**src/rtl/gam_winner_search.sv**
```systemverilog
// gam_winner_search
//   Scans the stored prototypes of one class against an input vector using
//   Manhattan distance and finds the nearest (winner1) and second-nearest
//   (winner2) occupied slots. It then issues a one-cycle en_connection pulse
//   so the connection memory can create or refresh the winner1-winner2 edge.
//   If no usable pair exists, or winner1 is farther than thr, it issues a
//   one-cycle ins_req pulse instead.
//
// Ports
//   clk, rst       clock, synchronous active-high reset
//   start/ready    request handshake; a request is accepted when start&ready
//   x_in           input vector, element i at [i*DATA_W +: DATA_W]
//   class_in       class to search
//   thr            maximum winner1 distance that still allows a connection
//   learning_done  when high in DONE, suppresses en_connection/ins_req
//   node_rd_*      prototype memory read port (1-cycle read latency)
//   node1, node2   winner indices (0 = none)
//   dist1          winner1 distance (all-ones = none)
//   class_i        latched class
//   res_valid      one-cycle result strobe
//   en_connection  one-cycle edge create/refresh request
//   ins_req        one-cycle node insertion request
module gam_winner_search #(
  parameter int NODE_COUNT  = 16,
  parameter int DIM         = 4,
  parameter int DATA_W      = 8,
  parameter int CLASS_COUNT = 4,
  localparam int NW = $clog2(NODE_COUNT),
  localparam int CW = $clog2(CLASS_COUNT),
  localparam int DW = DATA_W + $clog2(DIM) + 1
) (
  input  logic                  clk,
  input  logic                  rst,
  input  logic                  start,
  output logic                  ready,
  input  logic [DIM*DATA_W-1:0] x_in,
  input  logic [CW-1:0]         class_in,
  input  logic [DW-1:0]         thr,
  input  logic                  learning_done,
  output logic                  node_rd_en,
  output logic [CW+NW-1:0]      node_rd_addr,
  input  logic [DIM*DATA_W-1:0] node_rd_data,
  input  logic                  node_rd_valid,
  output logic [NW-1:0]         node1,
  output logic [NW-1:0]         node2,
  output logic [DW-1:0]         dist1,
  output logic [CW-1:0]         class_i,
  output logic                  res_valid,
  output logic                  en_connection,
  output logic                  ins_req
);

  typedef enum logic [1:0] {
    S_IDLE  = 2'd0,
    S_SCAN  = 2'd1,
    S_DRAIN = 2'd2,
    S_DONE  = 2'd3
  } state_t;

  state_t state, state_nxt;

  logic [DIM*DATA_W-1:0] x_q;
  logic [DW-1:0]         thr_q;
  logic [NW-1:0]         addr_p0;
  logic [NW-1:0]         idx_p1;
  logic                  vld_p1;

  logic [DW-1:0] best_q, second_q, best_nxt, second_nxt;
  logic [NW-1:0] idx1_q, idx2_q, idx1_nxt, idx2_nxt;
  logic [1:0]    vcnt_q, vcnt_nxt;
  logic [DW-1:0] dist_p1;

  wire accept = (state == S_IDLE) && start;

  // Sum of absolute element differences; DW leaves room for DIM full-scale terms.
  function automatic logic [DW-1:0] manhattan(input logic [DIM*DATA_W-1:0] a,
                                               input logic [DIM*DATA_W-1:0] b);
    logic [DW-1:0]     acc;
    logic [DATA_W-1:0] ea, eb, diff;
    acc = '0;
    for (int i = 0; i < DIM; i++) begin
      ea   = a[i*DATA_W +: DATA_W];
      eb   = b[i*DATA_W +: DATA_W];
      diff = (ea > eb) ? (ea - eb) : (eb - ea);
      acc  = acc + DW'(diff);
    end
    return acc;
  endfunction

  // ---- stage p0: read issue ----
  assign node_rd_en   = (state == S_SCAN);
  assign node_rd_addr = {class_i, addr_p0};

  // ---- stage p1: read return, distance and winner update ----
  // Strict '<' with an ascending scan means equal distances keep the lower index.
  always_comb begin
    best_nxt   = best_q;
    second_nxt = second_q;
    idx1_nxt   = idx1_q;
    idx2_nxt   = idx2_q;
    vcnt_nxt   = vcnt_q;
    dist_p1    = manhattan(x_q, node_rd_data);
    if (vld_p1 && node_rd_valid) begin
      if (vcnt_q != 2'd2) vcnt_nxt = vcnt_q + 2'd1;
      if (dist_p1 < best_q) begin
        second_nxt = best_q;
        idx2_nxt   = idx1_q;
        best_nxt   = dist_p1;
        idx1_nxt   = idx_p1;
      end else if (dist_p1 < second_q) begin
        second_nxt = dist_p1;
        idx2_nxt   = idx_p1;
      end
    end
  end

  always_comb begin
    state_nxt     = state;
    ready         = 1'b0;
    res_valid     = 1'b0;
    en_connection = 1'b0;
    ins_req       = 1'b0;
    case (state)
      S_IDLE: begin
        ready = 1'b1;
        if (start) state_nxt = S_SCAN;
      end
      S_SCAN: begin
        if (addr_p0 == NW'(NODE_COUNT - 1)) state_nxt = S_DRAIN;
      end
      S_DRAIN: state_nxt = S_DONE;
      S_DONE: begin
        res_valid = 1'b1;
        if (!learning_done) begin
          if ((vcnt_q == 2'd2) && (best_q <= thr_q)) en_connection = 1'b1;
          else                                       ins_req       = 1'b1;
        end
        state_nxt = S_IDLE;
      end
      default: state_nxt = S_IDLE;
    endcase
  end

  always_ff @(posedge clk) begin
    if (rst) begin
      state   <= S_IDLE;
      vld_p1  <= 1'b0;
      node1   <= '0;
      node2   <= '0;
      dist1   <= '1;
      class_i <= '0;
    end else begin
      state  <= state_nxt;
      vld_p1 <= (state == S_SCAN);
      if (accept) class_i <= class_in;
      // The last word is folded in on the DRAIN edge, so publish the merged result.
      if (state == S_DRAIN) begin
        node1 <= idx1_nxt;
        node2 <= idx2_nxt;
        dist1 <= best_nxt;
      end
    end
  end

  always_ff @(posedge clk) begin
    idx_p1 <= addr_p0;
    if (accept) begin
      x_q      <= x_in;
      thr_q    <= thr;
      best_q   <= '1;
      second_q <= '1;
      idx1_q   <= '0;
      idx2_q   <= '0;
      vcnt_q   <= 2'd0;
      addr_p0  <= NW'(1);
    end else begin
      best_q   <= best_nxt;
      second_q <= second_nxt;
      idx1_q   <= idx1_nxt;
      idx2_q   <= idx2_nxt;
      vcnt_q   <= vcnt_nxt;
      if (state == S_SCAN) addr_p0 <= addr_p0 + NW'(1);
    end
  end

endmodule

```
**config.mk**
```make
export PLATFORM = sky130hd
export DESIGN_NAME = gam_winner_search
export DESIGN_NICKNAME = d
export VERILOG_FILES = /design/src/rtl/gam_winner_search.sv
export SDC_FILE = /design/constraint.sdc
export NUM_CORES = 1
export LEC_CHECK = 0
export ABC_AREA = 1
export CAP_MARGIN = 5
export CORE_MARGIN = 2
export CORE_UTILIZATION = 30
export CTS_BUF_LIST = sky130_fd_sc_hd__clkbuf_4 sky130_fd_sc_hd__clkbuf_8
export DETAILED_ROUTE_END_ITERATION = 8
export PLACE_DENSITY_LB_ADDON = 0.12
export REMOVE_ABC_BUFFERS = 1
export SLEW_MARGIN = 10
export SYNTH_ARGS = -nofsm -noshare
export SYNTH_HDL_FRONTEND = slang
export SYNTH_SLANG_ARGS = --single-unit
```
**constraint.sdc**
```tcl
create_clock -name clk -period 5.94 [get_ports clk]
set_clock_uncertainty 0.1 [all_clocks]
set_input_delay 1.188 -clock clk [delete_from_list [all_inputs] [get_ports clk]]
set_output_delay 1.188 -clock clk [all_outputs]
set_load 0.02 [all_outputs]
```
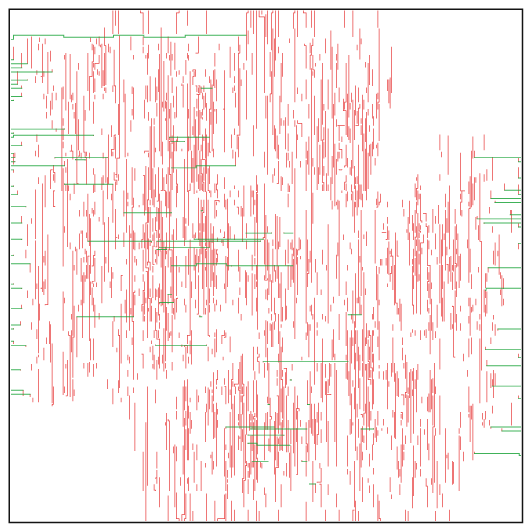
**Above:** metal layers overlaid.
Scale: 3 px per um. Two of the layers only.
| color | layer | wire length |
|---|---|---|
| red | M2 | 11500 um |
| green | M3 | 811 um |
DRT Wirelength: 23400 um
Vias: 7770
routed length per placed instance: 13.2 um

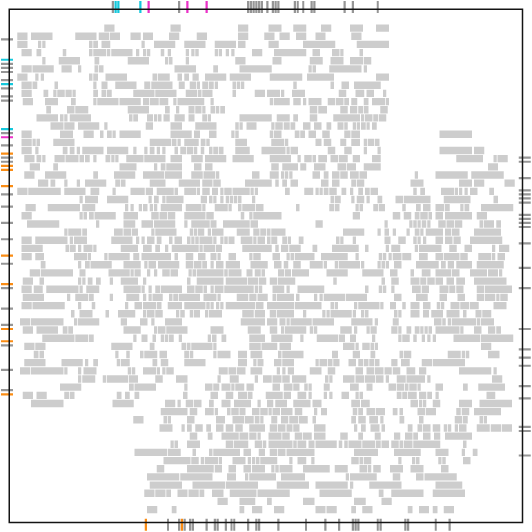
**Above:** ports around the boundary.
Scale: 3 px per um. Pins as bars across the die edge, other pins in gray.
| color | port | pins | direction | edge |
|---|---|---|---|---|
| cyan | node_rd_addr | 6 | output | 3 north, 3 west |
| orange | dist1 | 11 | output | 9 west, 2 south |
| magenta | node1 | 4 | output | 3 north, 1 west |
all pins by edge: 36 west, 29 south, 26 north, 23 east
Die Y-Extent: 171 um
die x size: 171 um
IO buf count: 113

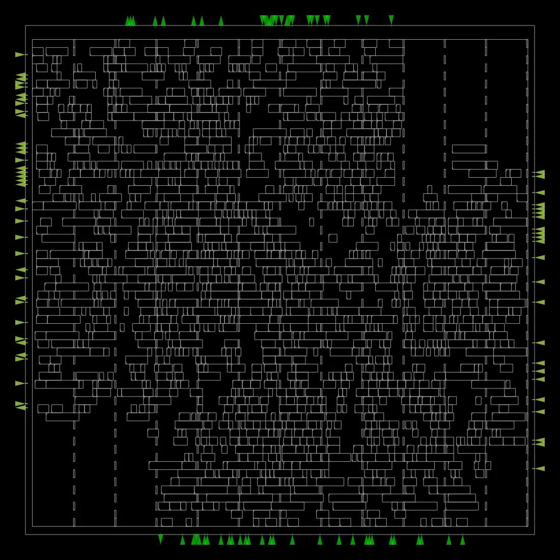
**Above:** placed standard cells.
sequential portion of the cell area: 19.8%
# rows: 60
FILL cells: 2638
Post-Layout Cell Count: 1770

==> GITHUB_STEP_SUMMARY <==
### Metrics collected by this job

| Metric | Value |
|---|---|
| Cell total in the yosys stat output | 1080 |
| Top FF cell, synth | dfxtp_1 |
| Synth Cell Area | 0.00833 mm^2 |
| Hold Crit Class | reg -> reg |
| Hold_buf cts | 0 |
| CP endpoint kind | flip-flop |
| # diodes | 0 |
| GPL Wtd Cong | 0.828 |
| Final hold vios | 0 |
| Tightest Pin Transition | 0.836 ns |
| Core ar. | 0.0271 mm^2 |
| Num CTS Buffers | 9 |
| Number of remaining DRC errors | 0 |
| Finish-stage setup viols | 0 |
| Unique masters post-synth | 47 |
| Slew HR | 44.2% |
| Antenna Violating Nets Remaining | 0 |
| Final #Nets | 1603 |
| Number of enable flip-flop cells | 43 |
| Vias/cell | 4.39 |
| CTS tree | built |
| Unrepaired setup endpoints after global routing | yes |
| Htree depth | 3 |
| GRT Overall Usage | 16.4% |
| DP Wirelength | 17000 um |
| Delay of the slowest critical-path stage | 0.56 ns |
| Worst Path Max Fanout | 6 |
| Worst EP required | 6.15 ns |
| Clk buf depth | 2 |
| Biggest area cells | ha_1 (16%), edfxtp_1 (16%), dfxtp_1 (15%) |
| Post-Synthesis Cells | 1080 |
| Inst Count DP | 1688 |
| Critical Path AT | 6.11 ns |
| Crit path launch type | primary input |
| Crit Path Category | in -> reg |
| Final min period | 5.90 ns |
| Drt first pass iters | 4 |
| Yosys top cell by area | ha_1 |
| Initial antenna violation count | 0 |
| Average cell area after synthesis | 7.71 um^2 |
| Yosys warnings | 0 |
| Pre-Place Util | 30.7% |
| Most common library cells after synthesis | nand2_1 (224), inv_1 (206), ha_1 (104) |
| Clk root buf | clkbuf_8 |
| Pin count of the biggest net entering global routing | 34 |
| CP max stage cell | fa_1 |
| Status | finished, final reports clean |
| Max-cap viol count | 0 |
| Pre-CTS WS | -1.37 ns |
| Ys async rst share | 0% |
| Post-synth seq share | 30.9% |
| CTS sink cnt | 107 |
| Period utilisation layout | 99.3% |
| Layout cell share with drive strength beyond 1 | 36.8% |
| Gr ovfl total | 0 |
| FMAX | 169 MHz |
| Tool warnings | 58 |
| First-pass GRT wire length | 38200 um |
| Vias in the first global route | 7984 |
| Chip area in the Yosys report | 0.00833 mm^2 |
| Max Slew Vio Count | 0 |
| Area of placed instances | 0.0109 mm^2 |
| DR iter-0 viols | 343 |
| Worst-path clk slew | 0.14 ns |
| Flops after synth | 107 |
| Top-area cell share | 15.6% |
| CP top delay family | adder cells |
| Worst Path Buf+Inv | 10 |
| CP dominant cell by count | nand2_2 |
| Die Area | 0.0291 mm^2 |
| Fin util | 48.1% |
| Clk_lat worst skew | 0.42 ns |
| Synth top cell by count | nand2_1 |
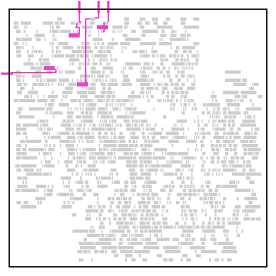
**Above:** nets reached from selected ports.
Scale: 1.5 px per um.
| color | port | direction | edge | end cells | wire |
|---|---|---|---|---|---|
| magenta | node1 | output | 3 north, 1 west | 4 | 128 um |
I/O pins: 114

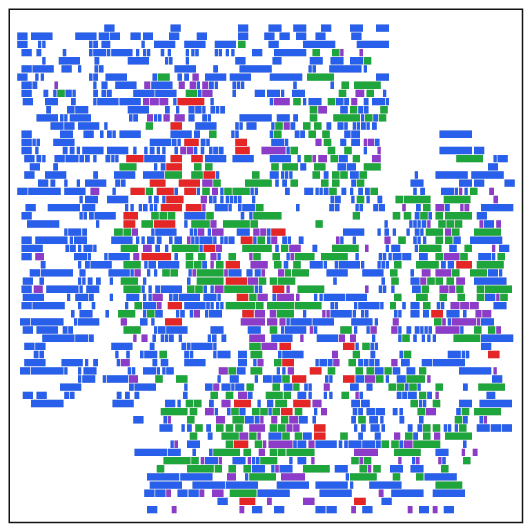
**Above:** drive-strength map.
Scale: 3 px per um.
| color | size | cells | share |
|---|---|---|---|
| blue | x1 and smaller | 883 | 63% |
| purple | x2 | 187 | 13% |
| green | x3 and x4 | 279 | 20% |
| red | x6 and larger | 49 | 3.5% |
count of plain and timing-repair buffers: 336
worst setup margin: 0.0390 ns
Layout Area Growth over Synthesis: 56.4%
final instance area: 0.0130 mm^2

==> metrics by stage <==
step	hold WS (ns)	setup TNS, ns
floorplan	0.326	-10.97
global placement	0.275	-58.44
detailed placement	0.283	-58.51
CTS	0.296	-0.00110
global route	0.303	-5.73
finish	0.300	0
==> routing by layer <==
layer / vias to the layer above / global-route usage (%) / wire length (um)
li1: 4093 / - / -
met1: 3545 / 21.0 / 10800
met2: 111 / 29.1 / 11500
met3: 21 / 2.38 / 811
met4: 0 / 3.64 / 296
met5: - / 0 / 0
==> final cells by class <==
| class | instances | area [um^2] |
|---|---|---|
| fillers | 2638 | 14100 |
| multi-input cells | 725 | 6000 |
| repair buffers | 336 | 2910 |
| flip-flops and latches | 107 | 2570 |
| inverters | 212 | 827 |
| well taps | 372 | 465 |
| clock buffers | 9 | 124 |
| clock inverters | 7 | 108 |
| repair inverters | 2 | 21.3 |
==> state kept, by name, indices dropped and copies added, names as in the netlist <==
signal    cells
second_q     11
x_q          32
thr_q        11
vld_p1        1
idx1_q        4
class_i       2
best_q       11
dist1        11
idx_p1        4
node2         4
idx2_q        4
addr_p0       4
state         2
vcnt_q        2
node1         4
==> final timing paths <==
| kind | from | slack, ns | end | cells after the start |
|---|---|---|---|---|
| worst max-delay path | node_rd_data[0] | 0.04 | best_q[9] | 35 |
| worst min-delay path | addr_p0[1] | 0.30 | idx_p1[1] | 0 |
| worst max register to register | x_q[0] | 0.36 | best_q[9] | 35 |
| worst min register to register | addr_p0[1] | 0.30 | idx_p1[1] | 0 |
==> cells by family after synthesis <==
kind of cell / synth area share (%)
simple gates: 19.1
buf+inv: 11.8
compound gates: 12.3
fa+ha+maj: 21.4
flops: 30.9
xor+xnor: 4.42
mux: 0.135
==> worst reg2reg max path, delay by kind of cell, from the launching register on <==
family	cells	cell delay, ns
DFF	1	0.43
buffers and inverters	10	1.01
and+or+nand+nor	14	1.26
AOI/OAI and AO/OA	3	0.24
adders and majority gates	7	2.30
xor gates and xnor gates	1	0.17
==> placed cells by master (no fill, tap or decap), types with 10 or more instances in the layout <==
cell type	n
nand2_1	167
clkbuf_2	11
nand3_2	10
dfxtp_1	64
clkdlybuf4s50_1	84
o21ai_2	13
nor2_1	51
inv_1	152
a21oi_1	60
xor2_1	30
inv_2	54
o21ai_0	21
ha_1	66
nand2_4	11
a21oi_2	18
nand3_1	44
ha_4	35
nand4_1	17
buf_6	20
o21ai_1	16
nand2_2	52
fa_1	17
buf_4	197
edfxtp_1	43
==> what timing repair did <==
action	in CTS	in global routing
cloned	2	3
setup endpoints to repair	47	47
gates resized	232	199
setup buffers	41	24
pin swaps	78	95
